Figure 1. Cell outlines without signal wires.
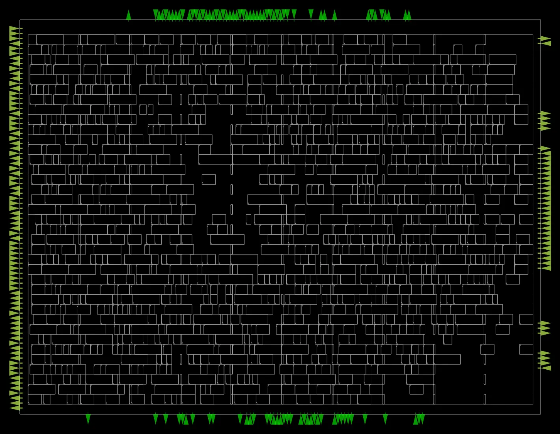
Figure 2. Cells by drive strength.
Scale: 3 px per micron.
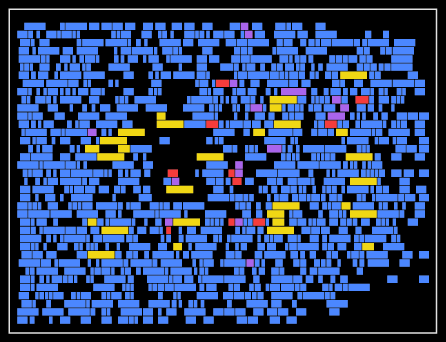
Figure 3. I/O pins on the die edge.
Scale: 3 px per micron. Pins as bars across the die edge, other pins in grey.
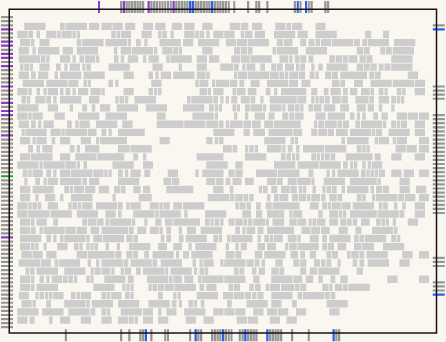
File: src/rtl/min_search_sequencer.sv
`timescale 1ns/1ps
`default_nettype none
// ============================================================================
// Module   : min_search_sequencer
// Purpose  : Clears the min register, streams SAD candidates with raster tags,
//            then hands the winning value/position over a valid/ready port.
// Revision : 1.0 - initial release
// ============================================================================
module min_search_sequencer #(
    parameter int VAL_W = 13,
    parameter int TAG_W = 32,
    parameter int DIM_W = 16
) (
    input  logic             Clk,
    input  logic             Reset,
    input  logic             start,
    input  logic [DIM_W-1:0] num_rows,
    input  logic [DIM_W-1:0] num_cols,
    input  logic             sad_valid,
    input  logic [VAL_W-1:0] sad_value,
    output logic             sad_ready,
    output logic             max_out,
    output logic             min_in,
    output logic [VAL_W-1:0] cand,
    output logic [TAG_W-1:0] tag,
    input  logic             out_smaller,
    input  logic [VAL_W-1:0] out_stored,
    input  logic [TAG_W-1:0] out_tag,
    output logic             busy,
    output logic             res_valid,
    input  logic             res_ready,
    output logic [VAL_W-1:0] res_value,
    output logic [DIM_W-1:0] res_row,
    output logic [DIM_W-1:0] res_col,
    output logic [DIM_W-1:0] res_updates
);

    typedef enum logic [2:0] {
        S_IDLE   = 3'd0,
        S_CLEAR  = 3'd1,
        S_STREAM = 3'd2,
        S_SETTLE = 3'd3,
        S_RESULT = 3'd4
    } state_t;

    state_t           r_state;
    state_t           w_next;
    logic [DIM_W-1:0] r_nrows;
    logic [DIM_W-1:0] r_ncols;
    logic [DIM_W-1:0] r_row;
    logic [DIM_W-1:0] r_col;
    logic [DIM_W-1:0] r_upd;
    logic             w_col_last;
    logic             w_row_last;
    logic             w_zero;

    assign w_col_last = (r_col == r_ncols - DIM_W'(1));
    assign w_row_last = (r_row == r_nrows - DIM_W'(1));
    assign w_zero     = (num_rows == '0) || (num_cols == '0);

    assign min_in = sad_valid & sad_ready;
    assign cand   = sad_value;
    assign tag    = {r_row, r_col};

    always_ff @(posedge Clk) begin
        if (Reset) begin
            r_state <= S_IDLE;
        end else begin
            r_state <= w_next;
        end
    end

    always_comb begin
        w_next    = r_state;
        sad_ready = 1'b0;
        max_out   = 1'b0;
        res_valid = 1'b0;
        busy      = 1'b1;
        case (r_state)
            S_IDLE: begin
                busy = 1'b0;
                if (start) begin
                    // A zero-sized window has nothing to stream; report the register as is.
                    w_next = w_zero ? S_SETTLE : S_CLEAR;
                end
            end
            S_CLEAR: begin
                max_out = 1'b1;
                w_next  = S_STREAM;
            end
            S_STREAM: begin
                sad_ready = 1'b1;
                if (sad_valid && w_col_last && w_row_last) begin
                    w_next = S_SETTLE;
                end
            end
            S_SETTLE: begin
                w_next = S_RESULT;
            end
            S_RESULT: begin
                res_valid = 1'b1;
                if (res_ready) begin
                    w_next = S_IDLE;
                end
            end
            default: begin
                w_next = S_IDLE;
            end
        endcase
    end

    always_ff @(posedge Clk) begin
        if (Reset) begin
            r_nrows     <= '0;
            r_ncols     <= '0;
            r_row       <= '0;
            r_col       <= '0;
            r_upd       <= '0;
            res_value   <= '0;
            res_row     <= '0;
            res_col     <= '0;
            res_updates <= '0;
        end else begin
            case (r_state)
                S_IDLE: begin
                    if (start) begin
                        r_nrows <= num_rows;
                        r_ncols <= num_cols;
                        r_row   <= '0;
                        r_col   <= '0;
                        r_upd   <= '0;
                    end
                end
                S_STREAM: begin
                    if (sad_valid) begin
                        if (w_col_last) begin
                            r_col <= '0;
                            r_row <= r_row + DIM_W'(1);
                        end else begin
                            r_col <= r_col + DIM_W'(1);
                        end
                        if (out_smaller) begin
                            r_upd <= r_upd + DIM_W'(1);
                        end
                    end
                end
                S_SETTLE: begin
                    // Min register has absorbed the last candidate by now.
                    res_value   <= out_stored;
                    res_row     <= out_tag[TAG_W-1 -: DIM_W];
                    res_col     <= out_tag[DIM_W-1:0];
                    res_updates <= r_upd;
                end
                default: begin
                end
            endcase
        end
    end

endmodule
`default_nettype wire

File: config.mk
export PLATFORM = sky130hd
export DESIGN_NAME = min_search_sequencer
export DESIGN_NICKNAME = d
export VERILOG_FILES = /design/src/rtl/min_search_sequencer.sv
export SDC_FILE = /design/constraint.sdc
export NUM_CORES = 1
export LEC_CHECK = 0
export CAP_MARGIN = 0
export CORE_ASPECT_RATIO = 0.75
export CORE_MARGIN = 2
export CORE_UTILIZATION = 47
export CTS_CLUSTER_SIZE = 16
export DETAILED_ROUTE_END_ITERATION = 8
export PLACE_DENSITY = 0.77
export SYNTH_ARGS = -nofsm -noshare
export SYNTH_HDL_FRONTEND = slang
export SYNTH_SLANG_ARGS = --single-unit
export TNS_END_PERCENT = 1
File: constraint.sdc
create_clock -name Clk -period 4.3 [get_ports Clk]
set_clock_uncertainty 0.1 [all_clocks]
set_input_delay 1.29 -clock Clk [delete_from_list [all_inputs] [get_ports Clk]]
set_output_delay 1.29 -clock Clk [all_outputs]
set_load 0.01 [all_outputs]
==> results.py <==
# Auto-generated metrics
metrics = {
    "status": {
        "status": "finished, final reports clean",
    },
    "worst_setup_path": {
        "worstPathRequired_ns": 2.91,
        "timing.critical_path.fanout_max": 3,
        "cp-end-kind": "output port",
        "critPathLaunchType": "input port",
    },
    "global_routing": {
        "grt_first_pass_wirelength_microns": 28790,
        "grt_remaining_overflow": 0,
        "gr-usage-met3_pct": 8.897,
    },
    "floorplanning": {
        "chip_area_sq_mm": 0.01525,
    },
    "synth": {
        "postSynthAreaPerCell_sq_um": 7.815,
        "synth_top_cell_by_area": "sky130_fd_sc_hd__dfxtp_1",
        "synth_chip_area_sq_mm": 0.006705,
        "synth_stat.cells": 858,
        "synthDominantCellAreaShare_pct": 42.99,
    },
    "route": {
        "wl_met2_microns": 7947,
        "first_iter_violations": 450,
        "wire_per_inst_microns": 15.08,
        "num_vias": 6424,
    },
    "sta": {
        "period_needed_ns": 3.984,
        "fin_tns_setup_ns": 0,
        "whs_ns": 0.3528,
        "tightestPinTransition_ns": 1.082,
        "final_min_period_over_clock_period_pct": 92.66,
    },
    "clocking": {
        "post_cts_buffers": 0,
        "clock_sinks": 144,
        "insertion_delay_ns": 0.41,
        "tritoncts": "built",
        "cts_root_buffer": "sky130_fd_sc_hd__clkbuf_16",
    },
    "hold_path": {
        "hold_start": "res_value[10]",
        "hold_path.class": "reg2reg",
    },
    "final_layout": {
        "final_cell_area_sq_mm": 0.009072,
    },
    "power": {
        "finalPower_uw": 3406,
    },
    "placed_design": {
        "post_dp_cell_area_sq_mm": 0.008492,
    },
}
Notes on Figure 1 above:
post-route insts no fill: 1189
site row count: 37
Std-Cell Core Area: 0.01384 sq mm

Notes on Figure 2 above:
Purple shows x3 and x4, cells 16, share 1.6%, most used buf_4. Blue shows x1 and smaller, cells 959, share 95%, most used nand2_1. Yellow shows x6 and larger, cells 29, share 2.9%, most used clkbuf_16. Red shows x2, cells 10, share 0.99%, most used mux2_2.

Notes on Figure 3 above:
Blue shows sad_value, pins 13, direction input, edge 6 bottom, 5 top, 2 right. Green shows busy, pins 1, direction output, edge left. Purple shows res_row, pins 16, direction output, edge 12 left, 4 top.
Die Span X: 141.9 microns
IO Port Bufs: 180
Die Span Y: 107.4 microns

power by group:
part	switching, uW	internal [uW]
clock network	648	790
registers	58.0	1380
logic	279	255
cell type report:
cell class	count	share of cell area [%]
clock buffer	18	4.841
timing repair buffer	188	20.49
tap	175	2.413
sequential	144	31.77
inverter	10	0.4137
multi-input combinational	640	38.51
clock inverter	14	1.558
cells by family (layout without fill, tap and decap cells):
family                   count (synthesis)  in the layout  synth area share [%]
AND/OR/NAND/NOR                        382            382                 26.70
AND-OR/OR-AND                          192            192                 16.09
flip-flops                             144            144                 42.99
buffers and inverters                   74            230                 4.964
XOR/XNOR                                56             56                 7.520
adder cells (fa/ha/maj)                  5              5                0.9330
multiplexers                             5              5                0.8024
Power and IR drop assume default switching activity.
